File: src/rtl/slot_spin_ctrl.sv
// slot_spin_ctrl: slot-machine play sequencer owning the balance, reels, bet debit and payout.
// Define SLOT_PAIR_REFUND_EN to refund the bet when reels 1 and 2 match without a jackpot.
module slot_spin_ctrl #(
   parameter int SPIN_CYCLES   = 8,
   parameter int START_BALANCE = 100,
   parameter int PAYOUT_MULT   = 10
) (
   input  logic        clk,
   input  logic        rst,
   input  logic        spin,
   input  logic        b1,
   input  logic        b10,
   input  logic        b50,
   input  logic        b100,
   input  logic [3:0]  rnd,
   output logic [3:0]  randNum1,
   output logic [3:0]  randNum2,
   output logic [3:0]  randNum3,
   output logic [3:0]  randNum4,
   output logic [26:0] balance,
   output logic        busy,
   output logic        win,
   output logic        done,
   output logic        nofunds
);
   localparam int CW = $clog2(4*SPIN_CYCLES+1);
   localparam logic [26:0] BMAX = '1;
   typedef enum logic [2:0] {IDLE, DEBIT, SPIN, EVAL, PAYOUT} state_t;
   state_t state, nxt;
   logic [6:0] bet_sel, bet;
   logic [CW-1:0] cnt;
   logic [26:0] payout, pay_calc, jack_sat, credited;
   logic [39:0] jack;
   logic [27:0] sum;
   logic afford, last, four, refuse;
   assign bet_sel  = b1 ? 7'd1 : b10 ? 7'd10 : b50 ? 7'd50 : b100 ? 7'd100 : 7'd0;
   assign afford   = balance >= 27'(bet_sel);
   assign last     = cnt == CW'(4*SPIN_CYCLES-1);
   assign jack     = 40'(bet) * 40'(PAYOUT_MULT);
   assign jack_sat = |jack[39:27] ? BMAX : jack[26:0];
   assign four     = randNum1 == randNum2 && randNum2 == randNum3 && randNum3 == randNum4;
`ifdef SLOT_PAIR_REFUND_EN
   assign pay_calc = four ? jack_sat : (randNum1 == randNum2) ? 27'(bet) : '0;
`else
   assign pay_calc = four ? jack_sat : '0;
`endif
   assign sum      = {1'b0, balance} + {1'b0, payout};
   assign credited = sum[27] ? BMAX : sum[26:0];
   always_ff @(posedge clk) begin
      if (rst) state <= IDLE;
      else     state <= nxt;
   end
   always_comb begin
      nxt = state;
      case (state)
         IDLE:    nxt = (spin && bet_sel != 0 && afford) ? DEBIT : IDLE;
         DEBIT:   nxt = SPIN;
         SPIN:    nxt = last ? EVAL : SPIN;
         EVAL:    nxt = PAYOUT;
         default: nxt = IDLE;
      endcase
   end
   always_comb begin
      busy   = state != IDLE;
      refuse = state == IDLE && spin && bet_sel != 0 && !afford;
   end
   // Reel k keeps sampling rnd until the counter passes k*SPIN_CYCLES-1.
   always_ff @(posedge clk) begin
      if (rst) begin
         balance  <= 27'(START_BALANCE);
         randNum1 <= '0;
         randNum2 <= '0;
         randNum3 <= '0;
         randNum4 <= '0;
         cnt      <= '0;
         bet      <= '0;
         payout   <= '0;
         win      <= 1'b0;
         done     <= 1'b0;
         nofunds  <= 1'b0;
      end else begin
         nofunds <= refuse;
         done    <= state == PAYOUT;
         if (state == IDLE && nxt == DEBIT) bet <= bet_sel;
         if (state == DEBIT) begin
            balance <= balance - 27'(bet);
            win     <= 1'b0;
            cnt     <= '0;
         end
         if (state == SPIN) begin
            cnt <= cnt + CW'(1);
            if (cnt < CW'(SPIN_CYCLES))   randNum1 <= rnd;
            if (cnt < CW'(2*SPIN_CYCLES)) randNum2 <= rnd;
            if (cnt < CW'(3*SPIN_CYCLES)) randNum3 <= rnd;
            randNum4 <= rnd;
         end
         if (state == EVAL) payout <= pay_calc;
         if (state == PAYOUT) begin
            balance <= credited;
            win     <= payout != 0;
         end
      end
   end
endmodule

File: config.mk
export PLATFORM = sky130hd
export DESIGN_NAME = slot_spin_ctrl
export DESIGN_NICKNAME = d
export VERILOG_FILES = /design/src/rtl/slot_spin_ctrl.sv
export SDC_FILE = /design/constraint.sdc
export NUM_CORES = 1
export LEC_CHECK = 0
export CORE_ASPECT_RATIO = 1.4
export CORE_MARGIN = 2
export CORE_UTILIZATION = 30
export DETAILED_ROUTE_END_ITERATION = 7
export PLACE_DENSITY_LB_ADDON = 0.2
export SYNTH_ARGS = -nofsm -noshare
export SYNTH_HDL_FRONTEND = slang
export SYNTH_SLANG_ARGS = --single-unit
export TNS_END_PERCENT = 1
File: constraint.sdc
create_clock -name clk -period 4.87 [get_ports clk]
set_input_delay 0.487 -clock clk [delete_from_list [all_inputs] [get_ports clk]]
set_output_delay 0.487 -clock clk [all_outputs]
set_load 0.02 [all_outputs]
### Gate-type map, run 1

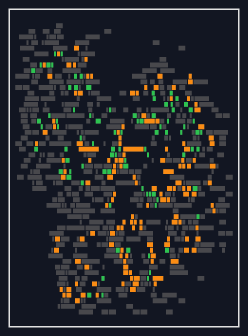
- NAND gates: green (cells 85)
- inverting AOI/OAI gates: orange (cells 139)

### Cell outlines without signal wires, run 1

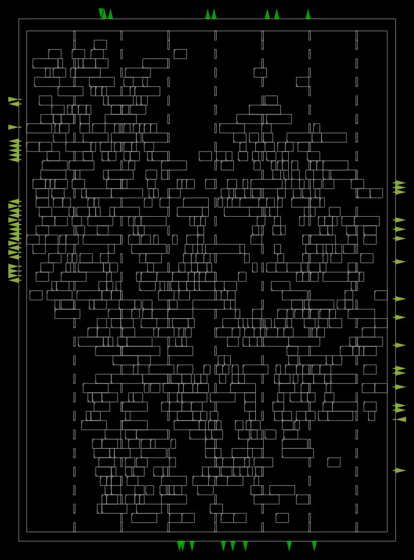
number of sequential storage elements: 71
final cell count without fillers: 827
Layout fillers: 1,622
register fraction of the total cell area: 24.4%

### M2 wires, run 1

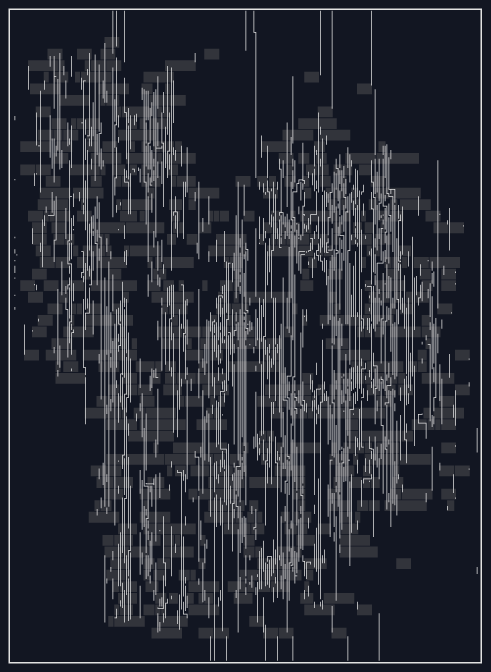
- wire length on this layer: 7,390 um
- longest straight run: 57.5 um
- share of all routed wire: 50%

==> PnR_summary.wiki, run 1 <==
== Metrics ==
{| class="wikitable"
! Metric !! Value
|-
| Run status || complete, no violations
|-
| Number of sinks handled by clock tree synthesis || slightly above 70
|-
| CTS HTree Levels || 3
|-
| CTS tree || yes
|-
| Unrepaired setup endpoints after global routing || no
|-
| Area share of the leading cell type in the synthesized netlist || between 20% and 30%
|-
| Cell-internal power || approximately 0.0012 W
|-
| Share of final-layout standard cells stronger than drive strength 1 || 6.97%
|-
| Overall routed net length || ~15,000 um
|-
| Master cell of the clock root buffer || clkbuf_16
|-
| Mean area per synthesized cell || ~8.2 um^2
|-
| Cell area after synthesis || ~4800 um^2
|-
| Multi-input gate area in the final layout || 3180 um^2
|-
| Diodes inserted || 0
|-
| Endpoint type of the worst setup path || flop
|-
| Max-capacitance violation count || 0
|-
| Height of the die || 153 um
|-
| Worst min path class || flop to flop
|-
| Post-route DRC violation count || 0
|-
| CTS Hold Bufs || 0
|-
| Largest voltage drop on the vdd net || about 0.12 mV
|-
| Core utilization before placement || a little under a third
|-
| Total power || between 0.0015 and 0.002 W
|-
| Die footprint || around 17,000 um^2
|-
| Cell class contributing the biggest share of worst-path delay || AND-OR/OR-AND gates
|-
| CTS Buffer Depth || 2
|-
| Yosys cell count || approximately 580
|-
| Initial detailed-routing violation count || approximately 260
|-
| Main area contributors || dfxtp_1, ha_1, nor2_1
|-
| Relative contribution of sequential cells to total power || 37.4%
|-
| HPWL after detailed placement || approximately 11,000 um
|-
| End-of-flow core utilization || between 30% and 40%
|-
| PnR worst setup slack || between 1.5 and 2 ns
|-
| Net total in the final layout || between 600 and 700
|-
| Part of the total power dissipated in the clock network || ~43%
|-
| Summed standard-cell area reported by yosys || ~4800 um^2
|-
| Remaining global-route overflow || 0
|-
| Most instantiated logic cell after routing || dfxtp_1
|-
| Period utilization || 66.1%
|-
| Routed via count divided by cell count || 5.58
|-
| First-pass iteration count of the detailed router || 5
|-
| Combinational fraction of design power || about 20%
|-
| Worst setup SP type || flop
|-
| Switching share of total power || a little under a third
|-
| Clock group total power || ~0.00073 W
|-
| Cell chain of the critical path || ha_1 > inv_1 > fa_1 > nand2b_1 > a21oi_1 > o21ai_1 > a2111oi_2 > nand2_1 > a31o_2 > a211oi_1
|-
| Hold path startpoint || payout[5]
|-
| Endpoints failing setup || 0
|-
| Crit path buffers/inverters || 1
|-
| Switching component of the power || 0.000518 W
|-
| Worst slew slack as a fraction of its limit || between 40% and 50%
|-
| Hold Worst Slack || between 0.4 and 0.5 ns
|-
| Number of setup buffers added after CTS || 0
|-
| Highest clock frequency the design can meet || roughly 310 MHz
|-
| Number of warning messages in the yosys log || 0
|-
| Number of gates given a new drive strength after cts || 0
|-
| Number of ports placed on the die boundary || about 58
|-
| Met2 Routed Length || between 7000 and 8000 um
|-
| Total tool warning count || 26
|-
| Number of antenna violations at the first check in global routing || 0
|-
| Worst slew pin tran || 0.874 ns
|-
| Layout Area Growth over Synthesis || 22.4%
|-
| Worst clock skew on the final layout || around 0.009 ns
|-
| RR Startpoint || balance[1]
|-
| Largest net degree at the start of global routing || between 50 and 60
|-
| Met1 WL || ~6000 um
|-
| Count of endpoints failing hold in the final timing report || 0
|-
| Total negative slack || 0 ns
|-
| ANT nets after route || 0
|-
| Leakage dissipation || approximately 2.2 nW
|-
| Worst setup slack after placement || 1.64 ns
|-
| Overall routing resource usage || approximately 17%
|-
| Worst setup slack for register-to-register paths || 1.65 ns
|-
| WS Path Type || flop to flop
|-
| Largest power group || the clock network
|-
| Sequential cell area fraction in the yosys report || just under 30%
|-
| Via total after detailed routing || between 4k and 5k
|-
| Final Cell Area || around 6000 um^2
|-
| Highest Signal Layer || met4
|-
| Register area || roughly 1400 um^2
|-
| Cell with the largest stage delay on the worst path || a2111oi_2
|-
| Number of placed cells counting well taps || 811
|-
| Commonest register cell after synthesis || dfxtp_1
|-
| Critical Path Fanout Max || 8
|-
| Number of synthesized flops with an enable pin || 0
|-
| Synthesized registers || 71
|-
| Library cell occupying the most area in the post-synthesis netlist || dfxtp_1
|-
| Launch point of the critical path || balance[1]
|}
-- run 1: routing by layer --
metal	track usage, %	up-vias
met1	20.8	2171
met4	7.92	0
met3	3.25	35
li1	-	2264
met5	0	-
met2	30.3	146
-- run 1: path summary, 6_finish.rpt --
check | end | depth (start not counted)
worst max register to register | balance[18] | 10
worst max-delay path | balance[18] | 10
worst min register to register | payout[5] | 2
worst min-delay path | payout[5] | 2
-- run 1: synth_stat cells, types with 4 or more instances --
library cell / count
nor3_1: 20
a2111oi_0: 4
nand3b_1: 5
nand2_1: 40
nand2b_1: 11
mux2i_1: 17
a211o_1: 5
a31oi_1: 5
a21o_1: 10
a21oi_1: 41
o21bai_1: 5
ha_1: 34
a22oi_1: 10
o31ai_1: 4
or4_1: 5
nor2_1: 65
nor4_1: 12
a211oi_1: 15
o21ai_0: 28
nand4_1: 12
xor2_1: 9
dfxtp_1: 71
xnor2_1: 10
clkbuf_1: 20
nand3_1: 16
inv_1: 20
and2_1: 5
and3_1: 7
and2b_1: 4
-- run 1: area by class of cell --
type	instances	share of cell area [%]
Sequential cell	71	24.4
Clock inverter	7	1.76
Inverter	20	1.29
Timing Repair Buffer	60	10.1
Multi-Input combinational cell	464	54.5
Clock buffer	9	3.86
Tap cell	196	4.20
-- run 1: cells by family (layout without fill, tap and decap cells) --
family / Yosys count / count (layout) / share of synthesized area (%)
buf+inv: 44 / 96 / 3.52
mux: 18 / 18 / 3.81
xor+xnor: 19 / 19 / 3.49
compound gates: 167 / 167 / 24.8
flops: 71 / 71 / 29.8
fa+ha+maj: 37 / 37 / 10.2
simple gates: 223 / 223 / 24.4
-- run 1: registers in the layout (all words and copies together), names as in the netlist --
register and cells:
balance 27, state 3, randNum3 4, nofunds 1, randNum2 4, bet 6
cnt 6, win 1, randNum4 4, done 1, payout 10, randNum1 4
### Clock network drawn from the DEF, run 1

Bar = 20 um.
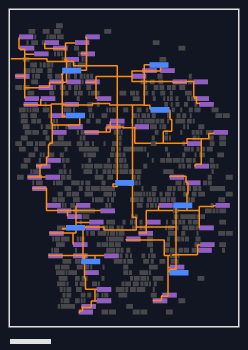

## Run 2: what changed since run 1
==> constraint.sdc (replaced) <==
create_clock -name clk -period 3.2 [get_ports clk]
set_input_delay 0.32 -clock clk [delete_from_list [all_inputs] [get_ports clk]]
set_output_delay 0.32 -clock clk [all_outputs]
set_load 0.02 [all_outputs]
### Clock network drawn from the DEF, run 2

Bar = 20 um.
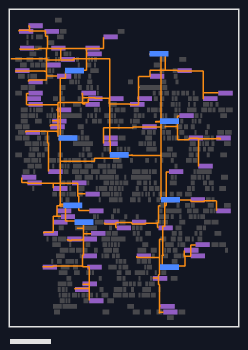
- clock wires: orange (length 1,150 um)
- cells driving clock nets: blue (count 9)
- flip-flops: purple (count 71)
- routed clock nets: 10

==> PnR_summary.wiki, run 2 <==
== Metrics ==
{| class="wikitable"
! Metric !! Value
|-
| CTS tree || yes
|-
| Commonest register cell after synthesis || dfxtp_1
|-
| Count of endpoints failing hold in the final timing report || 0
|-
| Height of the die || ~150 um
|-
| Share of final-layout standard cells stronger than drive strength 1 || 8.71%
|-
| Share of flip-flops with an asynchronous set or reset || 0%
|-
| Hold Path Stages || 2
|-
| Switching share of total power || around 29%
|-
| Register area || 1420 um^2
|-
| Vias in the first global route || 4,547
|-
| Leading registers by flop count || balance: 27 flops, payout: 10 flops
|-
| Number of sinks handled by clock tree synthesis || around 71
|-
| Post-Synth Adder-Cell Area || 10.2%
|-
| Net total in the final layout || roughly 690
|-
| Overall routing resource usage || 17.4%
|-
| Hold path startpoint || rst
|-
| Area share of the leading cell type in the synthesized netlist || 29.8%
|-
| Switching component of the power || 0.000787 W
|-
| Relative contribution of sequential cells to total power || a little over a third
|-
| Total negative slack || 0 ns
|-
| Hold Worst Slack || 0.463 ns
|-
| HPWL after detailed placement || 11,100 um
|-
| RR Startpoint || balance[1]
|-
| Yosys cell count || a little under 600
|-
| Biggest combinational cell group after synthesis || AND-OR/OR-AND gates
|-
| Layout Area Growth over Synthesis || 24.7%
|-
| Cell class contributing the biggest share of worst-path delay || AND-OR/OR-AND gates
|-
| Endpoints failing setup || 0
|-
| Hold Path Sink || balance[20]
|-
| Period utilization || 94.6%
|-
| Overall routed net length || roughly 15,000 um
|-
| Via total after detailed routing || 4,700
|-
| Leakage dissipation || around 2.3 nW
|-
| Largest voltage drop on the vdd net || 0.288 mV
|-
| And+or+nand+nor area frac || between 20 and 25%
|-
| Largest net degree at the start of global routing || 29
|-
| Sequential cell power || 0.000979 W
|-
| Worst min path class || input port to flop
|-
| Number of warning messages in the yosys log || 0
|-
| Total power || between 0.002 and 0.003 W
|-
| Unrepaired setup endpoints after global routing || yes
|-
| Die extent in x || about 110 um
|-
| Total tool warning count || 27
|-
| Multi-input gate area in the final layout || about 3200 um^2
|-
| CTS Hold Bufs || 0
|-
| Max-capacitance violation count || 0
|-
| CTS HTree Levels || 3
|-
| Endpoint type of the worst setup path || flop
|-
| Count leader, synth || dfxtp_1
|-
| Largest power group || the clock network
|-
| Synthesized registers || 71
|-
| Routed via count divided by cell count || roughly 5.6
|-
| Cell with the largest stage delay on the worst path || a2111oi_2
|-
| CTS Buffer Depth || 2
|-
| XOR/XNOR Fraction of Synth Area || 3.49%
|-
| Sequential cell area fraction in the yosys report || between 20% and 30%
|-
| End-of-flow core utilization || 38.3%
|-
| Number of ports placed on the die boundary || 58
|-
| Multiplexer fraction of the synthesized cell area || between 3 and 4%
|-
| Cell-internal power || around 0.0019 W
|-
| Diodes inserted || 0
|-
| Run status || complete, no violations
|-
| Master cell of the clock root buffer || clkbuf_16
|-
| Final Cell Area || about 5900 um^2
|-
| Count of cells along the worst register-to-register path || 10
|-
| Gpl congestion || approximately 0.84
|-
| Number of synthesized flops with an enable pin || 0
|-
| Critical Path Fanout Max || 6
|-
| Most instantiated logic cell after routing || dfxtp_1
|-
| Most numerous cell types in the synthesized netlist || dfxtp_1, nor2_1, a21oi_1, nand2_1, ha_1
|-
| Synthesized-area fraction occupied by ao, oa, aoi and oai cells || between 20% and 30%
|-
| Library cell occupying the most area in the post-synthesis netlist || dfxtp_1
|-
| Worst setup slack for register-to-register paths || 0.17 ns
|-
| Crit path buffers/inverters || 1
|-
| Highest clock frequency the design can meet || 330 MHz
|-
| Worst clock skew on the final layout || roughly 0.0066 ns
|-
| Cell area after synthesis || about 4800 um^2
|-
| ANT nets after route || 0
|-
| Summed standard-cell area reported by yosys || around 4800 um^2
|-
| Combinational fraction of design power || about a fifth
|-
| WS Path Type || flop to flop
|-
| RR Endpoint || balance[18]
|-
| Worst setup SP type || flop
|-
| Core utilization before placement || a little under a third
|-
| Mean area per synthesized cell || just over 8 um^2
|-
| Remaining global-route overflow || 0
|-
| Worst slew slack as a fraction of its limit || a little over two fifths
|-
| First-pass iteration count of the detailed router || 4
|-
| Post-route DRC violation count || 0
|-
| Clock group total power || ~0.0012 W
|-
| Register bank with the most flops || balance
|-
| Main area contributors || dfxtp_1, ha_1, nor2_1
|-
| Die footprint || between 15,000 and 20,000 um^2
|}
### Cell outlines without signal wires, run 2

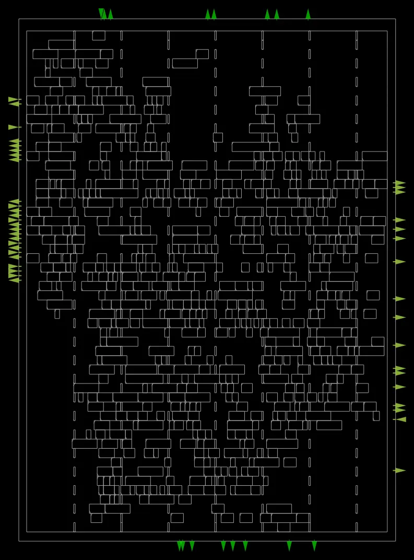
total number of tap cells: 196
Layout fillers: 1,635

run 2: cell counts after synthesis:
No cell type changed its count.
run 2: worst max path at each step:
stage	startpoint	end	slack [ns]	cells after the start
6_report	balance[1]	balance[18]	0.17	10
5_1_grt	balance[1]	balance[18]	-0.06	10
2_1_floorplan	balance[1]	balance[18]	0.43	10
4_1_cts	balance[1]	balance[20]	0.18	10
3_3_place_gp	b1	bet[2]	0.27	10
3_5_place_dp	b1	bet[5]	0.15	10
run 2: what timing repair did:
action                     in CTS  in global routing
resized                         0                  0
setup endpoints to repair       0                  3
setup buffers                   0                  0
hold endpoints to repair        0                  0
run 2: cells by family (layout without fill, tap and decap cells):
group	count (synthesis)	after routing
compound gates	167	167
xor+xnor	19	19
fa+ha+maj	37	37
buf+inv	44	108
flops	71	71
mux	18	18
simple gates	223	223
run 2: metrics by stage:
stage          worst slack, ns  cells
3_3_place_gp             0.271    823
4_1_cts                  0.179    839
2_1_floorplan            0.425    579
3_5_place_dp             0.147    823
5_1_grt                -0.0553    839
6_report                 0.173    839
run 2: routing by layer:
layer  vias to the layer above  wire length [um]  share of wire (%)  track usage [%]
li1                       2291                 -                  -                -
met1                      2263              6440                 43             21.2
met2                       124              7410                 50             30.5
met3                        22               665                4.5             2.70
met4                         0               317                2.1             7.26
met5                         -                 0                  0                0
run 2: layout make-up:
| class | instances | area share, % |
|---|---|---|
| clock buffers | 9 | 3.79 |
| clock inverters | 7 | 2.04 |
| inverters | 20 | 1.26 |
| multi-input cells | 464 | 53.5 |
| flip-flops and latches | 71 | 23.9 |
| well taps | 196 | 4.13 |
| repair buffers | 72 | 11.4 |
### M2 wires, run 2

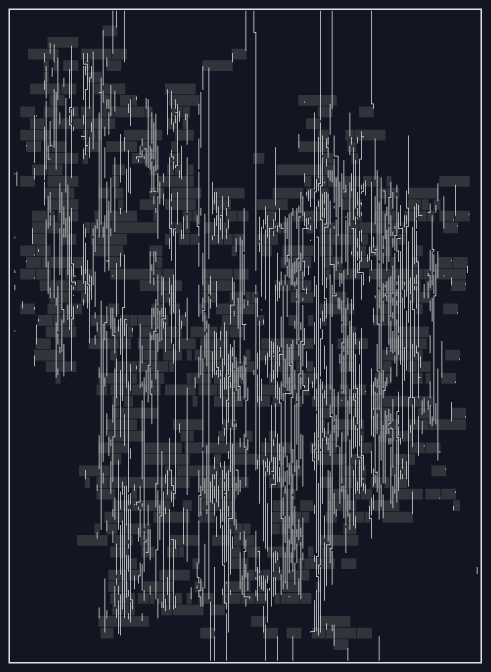

## Run 3: what changed since run 2
--- a/config.mk
+++ b/config.mk
@@ -6,7 +6,7 @@
 export NUM_CORES = 1
 export LEC_CHECK = 0
 export CORE_ASPECT_RATIO = 1.4
-export CORE_MARGIN = 2
+export CORE_MARGIN = 3
 export CORE_UTILIZATION = 30
 export DETAILED_ROUTE_END_ITERATION = 7
 export PLACE_DENSITY_LB_ADDON = 0.2
### M2 wires, run 3

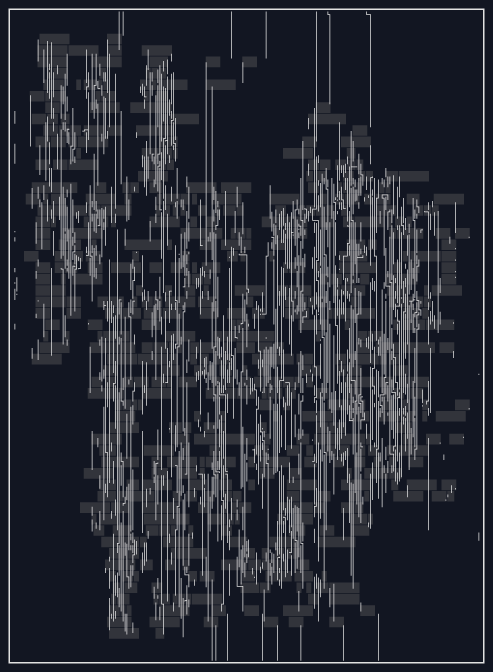
- share of all routed wire: 50%
- nets with wire on the layer: 592

==> PnR_summary.wiki, run 3 <==
== Metrics ==
{| class="wikitable"
! Metric !! Value
|-
| Count of endpoints failing hold in the final timing report || 0
|-
| Share of final-layout standard cells stronger than drive strength 1 || a little under a tenth
|-
| Worst slew slack as a fraction of its limit || a little under two fifths
|-
| Die footprint || 17,500 um^2
|-
| Number of buffers created by CTS || 9
|-
| Area share of the leading cell type in the synthesized netlist || between 20 and 30%
|-
| Remaining global-route overflow || 0
|-
| Main area contributors || dfxtp_1, ha_1, nor2_1
|-
| Combinational fraction of design power || between 20% and 30%
|-
| Master cell of the clock root buffer || clkbuf_16
|-
| PnR worst setup slack || 0.278 ns
|-
| Height of the die || between 150 and 200 um
|-
| Net total in the final layout || 687
|-
| Worst setup slack after placement || roughly 0.15 ns
|-
| Summed standard-cell area reported by yosys || approximately 4800 um^2
|-
| Number of ports placed on the die boundary || between 50 and 60
|-
| Cell chain of the critical path || inv_1 > ha_1 > fa_1 > nand2b_1 > a21oi_1 > o311a_1 > nor3_1 > a31oi_1 > nor4_1 > a2111oi_1
|-
| CTS HTree Levels || 3
|-
| Core utilization before placement || a little under a third
|-
| Worst clock skew on the final layout || ~0.0067 ns
|-
| Sequential cell area fraction in the yosys report || about 30%
|-
| Number of setup buffers added after CTS || 0
|-
| Clk Latency, worst-skew pair || ~0.35 ns
|-
| Commonest register cell after synthesis || dfxtp_1
|-
| WS Path Type || flop to flop
|-
| Number of warning messages in the yosys log || 0
|-
| Initial detailed-routing violation count || 280
|-
| Highest clock frequency the design can meet || 342 MHz
|-
| Relative contribution of sequential cells to total power || a little under two fifths
|-
| Gate count after technology mapping || roughly 580
|-
| Core area || 15,300 um^2
|-
| Number of unique standard cell types used by synthesis || around 74
|-
| Final cell count without fillers || about 840
|-
| Synthesized registers || roughly 70
|-
| Overall routed net length || between 10,000 and 15,000 um
|-
| Largest net degree at the start of global routing || 35
|-
| CTS Buffer Depth || 2
|-
| Register bank with the most flops || balance
|-
| CTS Hold Bufs || 0
|-
| Fin. max-slew vios || 0
|-
| Switching share of total power || 30.8%
|-
| Worst min path class || input port to flop
|-
| RR Startpoint || balance[0]
|-
| Layout Area Growth over Synthesis || 24.3%
|-
| Number of antenna violations at the first check in global routing || 0
|-
| Count leader, synth || dfxtp_1
|-
| Worst setup SP type || flop
|-
| Cell-internal power || around 0.0018 W
|-
| Clock-pin slew of the registers on the worst-case setup and hold paths || ~0.06 ns
|-
| Most numerous cell types in the synthesized netlist || dfxtp_1, nor2_1, a21oi_1, nand2_1, ha_1
|-
| Post-route DRC violation count || 0
|-
| Period utilization || 91.3%
|-
| Number of placed cells counting well taps || between 800 and 900
|-
| Post-layout min period || 2.92 ns
|-
| End-of-flow core utilization || about two fifths
|-
| Register area || roughly 1400 um^2
|-
| Total tool warning count || 26
|-
| Total power || between 0.002 and 0.003 W
|-
| Flip-flop count of the largest register after layout || 27
|-
| HPWL after detailed placement || 11,200 um
|-
| CTS tree || yes
|-
| Library cell occupying the most area in the post-synthesis netlist || dfxtp_1
|-
| Final Cell Area || between 5000 and 6000 um^2
|-
| Peak per-stage delay on the critical path || between 0.5 and 0.6 ns
|-
| ANT nets after route || 0
|-
| Num rows || about 53
|-
| Mean area per synthesized cell || roughly 8.2 um^2
|-
| Synthesized Nets || 627
|-
| Endpoints failing setup || 0
|-
| Layout fillers || 1,533
|-
| Port-buffer cells || 57
|-
| Overall routing resource usage || 17.3%
|-
| WP data required || between 3 and 4 ns
|-
| Part of the total power dissipated in the clock network || just over 40%
|-
| Most instantiated logic cell after routing || dfxtp_1
|-
| Per-cell routed wire length || 17.8 um
|-
| Hold Worst Slack || around 0.45 ns
|-
| Worst slew pin tran || 0.933 ns
|-
| Placement Cell Area || approximately 5600 um^2
|-
| Share of flip-flops with an asynchronous set or reset || 0%
|-
| Max-capacitance violation count || 0
|-
| Endpoint type of the worst setup path || flop
|-
| Leading registers by flop count || balance: 27 flops, payout: 10 flops
|-
| Cell with the largest stage delay on the worst path || o311a_1
|-
| Diodes inserted || 0
|-
| First-pass iteration count of the detailed router || 4
|-
| Via total after detailed routing || about 4.7k
|-
| Vias in the first global route || 4,674
|-
| Critical Path Fanout Max || 14
|-
| Launch point of the critical path || balance[0]
|-
| Routed via count divided by cell count || roughly 5.6
|-
| Largest voltage drop on the vdd net || 0.249 mV
|-
| Leakage dissipation || between 2 and 2.5 nW
|-
| Unrepaired setup endpoints after global routing || no
|-
| Most frequent cells in the layout || dfxtp_1, nor2_1, clkdlybuf4s50_1
|-
| Yosys cell count || about 580
|-
| Run status || complete, no violations
|-
| Multi-input gate area in the final layout || ~3200 um^2
|-
| Wire length of the first global-routing pass || ~24,000 um
|-
| Total negative slack || 0 ns
|-
| Hold path startpoint || rst
|-
| Number of sinks handled by clock tree synthesis || between 70 and 80
|-
| Number of synthesized flops with an enable pin || 0
|-
| Critical path arrival || 3.17 ns
|-
| Switching component of the power || approximately 0.00079 W
|-
| Die extent in x || around 110 um
|-
| Cell area after synthesis || between 4000 and 5000 um^2
|-
| Power per cell area || 433 nW/um^2
|-
| Gpl congestion || 0.836
|}
### Cell classes on the final placement, run 3

Bar = 20 um.
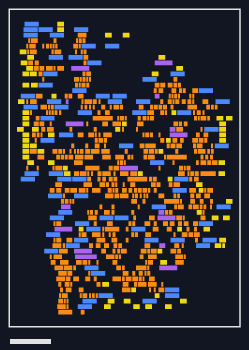
- all other logic: orange (cells 484; share of their area 58%)
- flops: blue (cells 71; share of their area 25%)
- other buffers and delay cells: yellow (cells 73; share of their area 12%)
- clock drivers and dummy loads: purple (cells 16; share of their area 5.4%)

-- run 3: cell counts after synthesis --
No cell type changed its count.
-- run 3: area by class of cell --
cell class	count	area share, %
clock inverters	6	1.16
multi-input cells	464	53.9
well taps	192	4.05
flip-flops and latches	71	24.0
inverters	20	1.27
clock buffers	10	4.03
repair buffers	73	11.6
-- run 3: cells by family after synthesis --
group                    Yosys count  share of synthesized area [%]
flip-flops                        71                           29.8
XOR/XNOR                          19                           3.49
buffers and inverters             44                           3.52
AND/OR/NAND/NOR                  223                           24.4
AND-OR/OR-AND                    167                           24.8
multiplexers                      18                           3.81
adder cells (fa/ha/maj)           37                           10.2
-- run 3: final timing paths --
check / end / slack, ns / cells after the start
setup reg to reg: balance[16] / 0.28 / 10
hold / removal: payout[8] / 0.45 / 2
hold reg to reg: payout[5] / 0.49 / 2
setup / recovery: balance[16] / 0.28 / 10
-- run 3: per-layer routing --
metal	GRT usage, %	wire, um	vias up
met5	0	0	-
met4	7.33	429	0
met3	4.01	798	33
met2	30.1	7480	142
met1	20.2	6200	2272
li1	-	-	2274
-- run 3: power groups by stage --
stage	clock, W	sequential [W]	combinational [W]
6_report	0.00106	0.000978	0.000534
4_1_cts	0.00108	0.000978	0.000537
2_1_floorplan	0	0.00101	0.000325
3_3_place_gp	0	0.000997	0.000526
3_5_place_dp	0	0.000997	0.000534
5_1_grt	0.00111	0.000985	0.000585
-- run 3: critical path, delay by kind of cell, from the launching register on --
family / cells / cell delay, ns
buffers and inverters: 1 / 0.07
AOI/OAI and AO/OA: 4 / 1.38
and+or+nand+nor: 3 / 0.40
DFF: 1 / 0.36
adders and majority gates: 2 / 0.62
-- run 3: what timing repair did --
action | CTS | global route
endpoints found under the setup margin | 0 | 5
endpoints found under the hold margin | 0 | 0
gates resized | 0 | 3
Power is estimated from default activity; no workload was simulated.
